### config.mk
export PLATFORM = sky130hd
export DESIGN_NAME = pal_cfg_loader_flat
export DESIGN_NICKNAME = d
export VERILOG_FILES = /design/src/rtl/pal_cfg_pkg.sv /design/src/rtl/pal_cfg_loader_if.sv /design/src/rtl/pal_cfg_ser.sv /design/src/rtl/pal_cfg_loader.sv /design/src/flat_wrapper.sv
export SDC_FILE = /design/constraint.sdc
export NUM_CORES = 1
export LEC_CHECK = 0
export CORE_MARGIN = 5
export CORE_UTILIZATION = 27
export DETAILED_ROUTE_END_ITERATION = 10
export GPL_TIMING_DRIVEN = 0
export PLACE_DENSITY_LB_ADDON = 0.1
export SLEW_MARGIN = 10
export SYNTH_ARGS = -nofsm -noshare
export SYNTH_HDL_FRONTEND = slang
export SYNTH_HIERARCHICAL = 1
export SYNTH_SLANG_ARGS = --single-unit
### constraint.sdc
create_clock -name clk -period 1.8 [get_ports clk]
set_input_delay 0.27 -clock clk [delete_from_list [all_inputs] [get_ports clk]]
set_output_delay 0.27 -clock clk [all_outputs]
set_load 0.05 [all_outputs]
### src/rtl/pal_cfg_pkg.sv
// Shared state encoding, byte width and sizing helpers for the PAL
// configuration loader.
package pal_cfg_pkg;

  localparam int BYTE_W = 8;

  typedef enum logic [2:0] {
    ST_IDLE  = 3'd0,
    ST_GET   = 3'd1,
    ST_SHIFT = 3'd2,
    ST_CHK   = 3'd3,
    ST_DONE  = 3'd4,
    ST_ERR   = 3'd5
  } state_e;

  function automatic int calc_nbytes(input int len);
    return (len + BYTE_W - 1) / BYTE_W;
  endfunction

  // Pad bits sit at the top of the first byte and are never shifted.
  function automatic int calc_pad(input int len);
    return calc_nbytes(len) * BYTE_W - len;
  endfunction

  function automatic logic [BYTE_W-1:0] csum_update(input logic [BYTE_W-1:0] csum,
                                                    input logic [BYTE_W-1:0] data);
    return csum ^ data;
  endfunction

endpackage

### src/rtl/pal_cfg_loader_if.sv
// Byte stream valid/ready handshake into the configuration loader.
interface pal_cfg_loader_if;
  import pal_cfg_pkg::*;

  logic [BYTE_W-1:0] data_in;
  logic              data_valid;
  logic              data_ready;

  modport master (output data_in, output data_valid, input data_ready);
  modport slave  (input data_in, input data_valid, output data_ready);

endinterface

### src/rtl/pal_cfg_ser.sv
// Byte serialiser: shifts the low nbits of a byte MSB-first, each bit as a
// cfg_clk-low phase followed by a cfg_clk-high phase.
module pal_cfg_ser
  import pal_cfg_pkg::*;
(
  input  logic              clk,
  input  logic              res_n,
  input  logic              clear,
  input  logic              start,
  input  logic [BYTE_W-1:0] byte_in,
  input  logic [3:0]        nbits,
  output logic              cfg,
  output logic              cfg_clk,
  output logic              done
);

  logic [BYTE_W-1:0] byte_r;
  logic [2:0]        bit_idx_r;
  logic              active_r;
  logic              cfg_r;
  logic              cfg_clk_r;
  logic [2:0]        first_idx_s;

  assign first_idx_s = 3'(nbits - 4'd1);

  // Phase toggle and bit counter; cfg only changes while cfg_clk is low.
  always_ff @(posedge clk) begin
    if (!res_n || clear) begin
      byte_r    <= 8'h00;
      bit_idx_r <= 3'd0;
      active_r  <= 1'b0;
      cfg_r     <= 1'b0;
      cfg_clk_r <= 1'b0;
    end else if (start) begin
      byte_r    <= byte_in;
      bit_idx_r <= first_idx_s;
      cfg_r     <= byte_in[first_idx_s];
      cfg_clk_r <= 1'b0;
      active_r  <= 1'b1;
    end else if (active_r) begin
      if (!cfg_clk_r) begin
        cfg_clk_r <= 1'b1;
      end else begin
        cfg_clk_r <= 1'b0;
        if (bit_idx_r == 3'd0) begin
          active_r <= 1'b0;
        end else begin
          bit_idx_r <= bit_idx_r - 3'd1;
          cfg_r     <= byte_r[bit_idx_r - 3'd1];
        end
      end
    end
  end

  assign done    = active_r && cfg_clk_r && (bit_idx_r == 3'd0);
  assign cfg     = cfg_r;
  assign cfg_clk = cfg_clk_r;

endmodule

### src/rtl/pal_cfg_loader.sv
// Feeds the PAL configuration chain from a byte stream and releases it via en
// only after a complete load whose trailing XOR checksum matches.
module pal_cfg_loader
  import pal_cfg_pkg::*;
#(
  parameter int LEN = 8
)
(
  input  logic            clk,
  input  logic            res_n,
  input  logic            load,
  pal_cfg_loader_if.slave bus,
  output logic            cfg_clk,
  output logic            cfg,
  output logic            en,
  output logic            busy,
  output logic            err
);

  localparam int NBYTES = calc_nbytes(LEN);
  localparam int PAD    = calc_pad(LEN);
  localparam int IDX_W  = $clog2(NBYTES + 1);
  localparam logic [IDX_W-1:0] LAST_IDX    = IDX_W'(NBYTES - 1);
  localparam logic [3:0]       FIRST_NBITS = 4'(BYTE_W - PAD);

  state_e            state_r, next_state_s;
  logic [BYTE_W-1:0] csum_r, csum_s;
  logic [IDX_W-1:0]  idx_r, idx_s;
  logic              en_r, en_s;
  logic              busy_r, busy_s;
  logic              err_r, err_s;
  logic              ready_r, ready_s;
  logic              ser_start_s, ser_clear_s, ser_done_s;
  logic [3:0]        ser_nbits_s;

  pal_cfg_ser u_ser (
    .clk     (clk),
    .res_n   (res_n),
    .clear   (ser_clear_s),
    .start   (ser_start_s),
    .byte_in (bus.data_in),
    .nbits   (ser_nbits_s),
    .cfg     (cfg),
    .cfg_clk (cfg_clk),
    .done    (ser_done_s)
  );

  // Next-state logic; load overrides everything, so a byte offered alongside it is dropped.
  always_comb begin
    next_state_s = state_r;
    csum_s       = csum_r;
    idx_s        = idx_r;
    en_s         = en_r;
    busy_s       = busy_r;
    err_s        = err_r;
    ser_start_s  = 1'b0;
    ser_clear_s  = 1'b0;
    ser_nbits_s  = 4'(BYTE_W);
    if (load) begin
      next_state_s = ST_GET;
      csum_s       = 8'h00;
      idx_s        = {IDX_W{1'b0}};
      en_s         = 1'b0;
      busy_s       = 1'b1;
      err_s        = 1'b0;
      ser_clear_s  = 1'b1;
    end else begin
      case (state_r)
        ST_GET: begin
          if (bus.data_valid && ready_r) begin
            csum_s       = csum_update(csum_r, bus.data_in);
            ser_start_s  = 1'b1;
            ser_nbits_s  = (idx_r == {IDX_W{1'b0}}) ? FIRST_NBITS : 4'(BYTE_W);
            next_state_s = ST_SHIFT;
          end else begin
            next_state_s = ST_GET;
          end
        end
        ST_SHIFT: begin
          if (ser_done_s) begin
            idx_s        = idx_r + IDX_W'(1);
            next_state_s = (idx_r == LAST_IDX) ? ST_CHK : ST_GET;
          end else begin
            next_state_s = ST_SHIFT;
          end
        end
        ST_CHK: begin
          if (bus.data_valid && ready_r) begin
            busy_s = 1'b0;
            if (bus.data_in == csum_r) begin
              next_state_s = ST_DONE;
              en_s         = 1'b1;
            end else begin
              next_state_s = ST_ERR;
              err_s        = 1'b1;
              en_s         = 1'b0;
            end
          end else begin
            next_state_s = ST_CHK;
          end
        end
        ST_IDLE, ST_DONE, ST_ERR: begin
          next_state_s = state_r;
        end
        default: begin
          next_state_s = ST_IDLE;
        end
      endcase
    end
    ready_s = (next_state_s == ST_GET) || (next_state_s == ST_CHK);
  end

  // State and registered status outputs.
  always_ff @(posedge clk) begin
    if (!res_n) begin
      state_r <= ST_IDLE;
      csum_r  <= 8'h00;
      idx_r   <= {IDX_W{1'b0}};
      en_r    <= 1'b0;
      busy_r  <= 1'b0;
      err_r   <= 1'b0;
      ready_r <= 1'b0;
    end else begin
      state_r <= next_state_s;
      csum_r  <= csum_s;
      idx_r   <= idx_s;
      en_r    <= en_s;
      busy_r  <= busy_s;
      err_r   <= err_s;
      ready_r <= ready_s;
    end
  end

  assign bus.data_ready = ready_r;
  assign en             = en_r;
  assign busy           = busy_r;
  assign err            = err_r;

endmodule
### src/flat_wrapper.sv
// flat-port wrapper written by rule: the top's interface ports become plain ports
module pal_cfg_loader_flat import pal_cfg_pkg::*;
#(
  parameter int LEN = 8
)
  (clk, res_n, load, cfg_clk, cfg, en, busy, err, bus_data_in, bus_data_valid, bus_data_ready);
  pal_cfg_loader_if bus_i ();
  input  logic clk;
  input  logic res_n;
  input  logic load;
  output logic cfg_clk;
  output logic cfg;
  output logic en;
  output logic busy;
  output logic err;
  input wire logic [$bits(bus_i.data_in)-1:0] bus_data_in;
  input wire logic [$bits(bus_i.data_valid)-1:0] bus_data_valid;
  output wire logic [$bits(bus_i.data_ready)-1:0] bus_data_ready;
  assign bus_i.data_in = bus_data_in;
  assign bus_i.data_valid = bus_data_valid;
  assign bus_data_ready = bus_i.data_ready;
  pal_cfg_loader #(.LEN(LEN)) u_core (.clk(clk), .res_n(res_n), .load(load), .bus(bus_i), .cfg_clk(cfg_clk), .cfg(cfg), .en(en), .busy(busy), .err(err));
endmodule
final_clocks.png
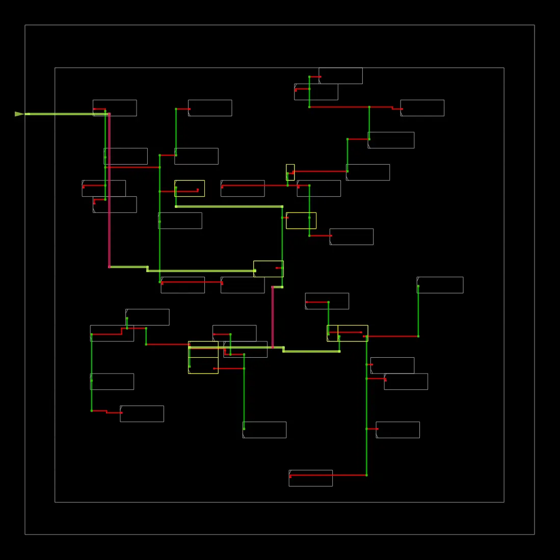
sinks on the clock net: 30
clock tree skew after final layout: 0.00246 ns
Latency at later pin: 0.28 ns
number of flip-flops and latches: 30
clock group power: 0.558 mW

gate_families.png
Bar = 20 um.
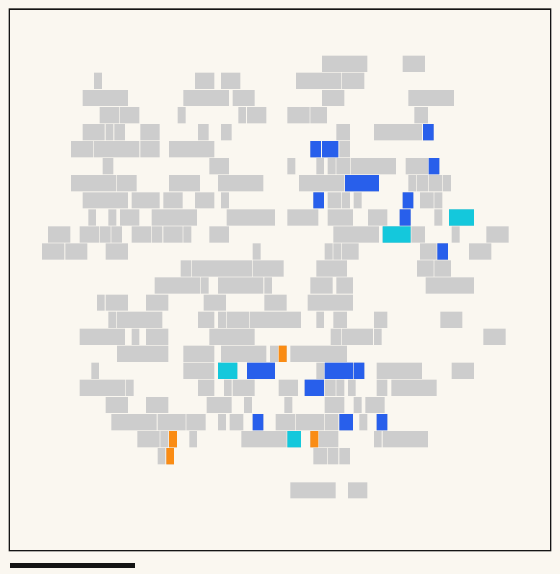
Orange shows inverters, cells 4, where bottom middle. Blue shows inverting AOI/OAI gates, cells 16. Cyan shows AND and OR gates, cells 4.
non-filler instance count after layout: 275
fraction of standard cell area in multi-input logic: 48.2%
most instantiated logic cell after routing: sky130_fd_sc_hd__dfxtp_1

registers.png
Other sequential cells in the stronger gray, the rest of the logic in the fainter gray.
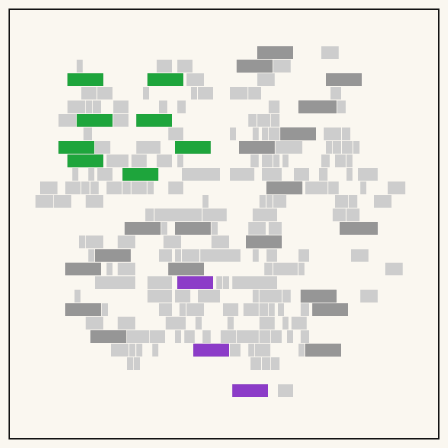
Purple shows u_core/u_ser/bit_idx_r, sequential cells 3. Green shows u_core/csum_r, sequential cells 8.
power consumed by sequential cells: 0.682 mW
sequential cell area: 603 um2

==> impl_metrics.py <==
# Synthesis and PnR figures
metrics = {
    "yosys": {
        "avgSynthCellArea_um2": 9.25,
        "mapped_cells": 169,
        "synth-warning-count": 6,
        "mappedNetlistArea_mm2": 0.00156,
    },
    "placed_design": {
        "dp.final_hpwl_mm": 2.74,
        "dpl-instance-area_mm2": 0.00185,
        "placedCellCount": 263,
        "place_worst_setup_slack_ns": -0.450,
        "place_congestion": 0.702,
    },
    "sta": {
        "worst_slack_ns": 0.104,
        "post-route-min-period_ns": 1.70,
        "slew_viol_final": 0,
        "layout_worst_path_cycle_share_pct": 94.2,
        "setup_violating_endpoint_count_in_the_final_report": 0,
        "finalHoldWorstSlack_ns": 0.470,
        "tns_ns": 0,
        "grt_setup_unrepaired": "false",
        "max_slew.worst_pin.slew_ns": 0.511,
        "clock.fmax_mhz": 590,
        "maxSlewHeadroom_pct": 65.9,
        "timing.final.hold_violations": 0,
    },
    "global_routing": {
        "global_route.usage.met2_pct": 16.3,
        "global_route.peak_usage_layer": "met2",
        "gr-usage-met1_pct": 14.6,
        "global_route.overflow_total": 0,
        "grt_first_pass_wirelength_mm": 6.32,
        "via_count_of_the_first_global_routing_pass": 1287,
        "grt.met3_usage_pct": 3.46,
        "grt_max_degree": 11,
        "grt_antenna_before_repair": 0,
    },
    "flow_run": {
        "cap_viol_max_count": 0,
        "openroad.warnings": 27,
    },
    "worst_setup_path": {
        "regToRegStartpoint": "u_core/u_ser/bit_idx_r[0]$_SDFFE_PP0P_",
        "reg2reg_slack_ns": 0.14,
        "critical_path_buf_inv_count": 1,
        "worstRegToRegCells": 8,
        "endpoint": "busy",
        "crit_start": "u_core/busy$_SDFFE_PN0P_",
        "timing.critical_path.cells": "clkdlybuf4s50_1",
        "required_time_reported_for_the_critical_path_endpoint_ns": 1.53,
        "critPathMaxFanout": 2,
        "cp_slowest_cell": "sky130_fd_sc_hd__clkdlybuf4s50_1",
        "timing.rr.end": "u_core/state_r[0]$_SDFF_PN0_",
        "path_delay_family": "buffers and inverters",
        "crit_path_start_kind": "register",
        "worst-setup-path-type": "register to output pin",
        "slowest_delay_ns": 0.81,
        "worst_ep_arrival_time_ns": 1.43,
        "cp-end-kind": "output pin",
        "critical_path_depth": 1,
    },
    "final_layout": {
        "layout.buffer.nonclock.area_share_pct": 11.9,
        "total_nets_final": 217,
        "seq_share_pct": 30.1,
        "layout.core_utilization_pct": 35.9,
        "layout.clock.cell_area_share_pct": 4.56,
        "layout.clock_buffers": 7,
        "biggest_registers_after_layout": "u_core/csum_r x8, u_core/u_ser/byte_r x8",
        "logic_gate_count": 135,
        "area_growth_syn_to_layout_pct": 28.1,
        "final.signal_buffer_count": 26,
        "drive_gt1_share_pct": 13.3,
        "lay_top_cells": "28 x sky130_fd_sc_hd__dfxtp_1, 22 x sky130_fd_sc_hd__nor2_1, 17 x sky130_fd_sc_hd__xor2_1",
        "dominant_cells": "combinational gates",
        "antenna-diode-count": 0,
        "nonClockInverterCount": 4,
        "mi_logic_area_um2": 965,
        "fillers": 583,
        "final_cell_area_mm2": 0.00200,
    },
    "pwr": {
        "power-top-group": "registers",
        "finalPower_mw": 1.40,
        "p_switching_mw": 0.344,
        "power_report.internal_total_mw": 1.06,
        "power.share.sequential_pct": 48.7,
        "total_leakage_power_nw": 0.729,
        "cellPowerDensity_mw_per_mm2": 699,
        "clock_power_share_pct": 39.8,
        "sw_frac_of_total_pct": 24.6,
        "ir_drop_uv": 313,
        "comb_power_mw": 0.160,
        "share_comb_of_total_power_pct": 11.4,
    },
    "clock_tree": {
        "postCtsSetupRepairBufs": 0,
        "cts-buffers-inserted": 5,
        "cts_htree_levels": 2,
        "postCtsResizedCells": 7,
        "clkTransAtPathRegs_ns": 0.06,
        "cts_tree": "yes",
        "postCtsHoldBufs": 0,
        "cts-root-to-sink-buffers": 2,
        "clock_tree.root_cell": "sky130_fd_sc_hd__clkbuf_8",
    },
    "die": {
        "site_rows": 27,
        "initCoreUtil_pct": 28.1,
        "design.core.area_mm2": 0.00557,
        "taps": 72,
        "fp.dieArea_mm2": 0.00741,
        "num_io_pins": 18,
    },
    "routing": {
        "post-route-drc-count": 0,
        "first_iter_violations": 69,
        "antenna_violating_nets_post_route": 0,
        "met3_wirelength_um": 230,
        "route.met2.wl_mm": 1.64,
        "drt-pass1-iter-count": 5,
        "detail_route.wirelength.met1_mm": 1.81,
        "routed.top_layer": "met4",
        "viasPerCell": 4.74,
    },
    "hold_path": {
        "endpoint_of_the_worst_hold_path": "u_core/err$_SDFFE_PP0P_",
        "worstHoldPathType": "register to register",
        "hold_path_depth": 1,
        "holdCritStartpoint": "u_core/err$_SDFFE_PP0P_",
    },
    "run_status": {
        "outcome": "complete, no violations",
    },
}
pins.png
Pins as bars across the die edge, other pins in gray.
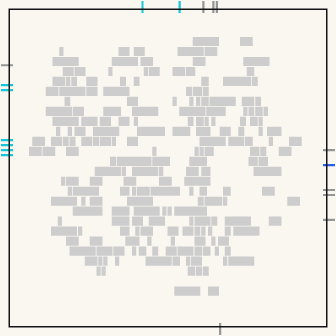
Cyan shows bus_data_in, pins 8, direction input, edge 6 left, 2 top. Blue shows bus_data_ready, pins 1, direction output, edge right.
All pins by edge: 7 left, 5 top, 5 right, 1 bottom.
DIE WIDTH: 86.1 um
die span in y: 86.1 um
count of buffers inserted at the top-level ports: 17

metal_stack.png
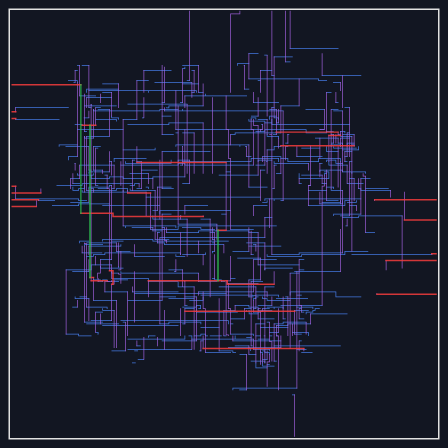
Red shows met3, wire length 231 um. Blue shows met1, wire length 1810 um. Purple shows met2, wire length 1640 um. Green shows met4, wire length 66.6 um.
detailed-route via count: 1304
Avg WL per Cell: 13.6 um
global-route total usage across every layer: 10.9%
overall routed net length: 3.75 mm

Power figures rest on the tool's default switching activity, not on a simulated workload.
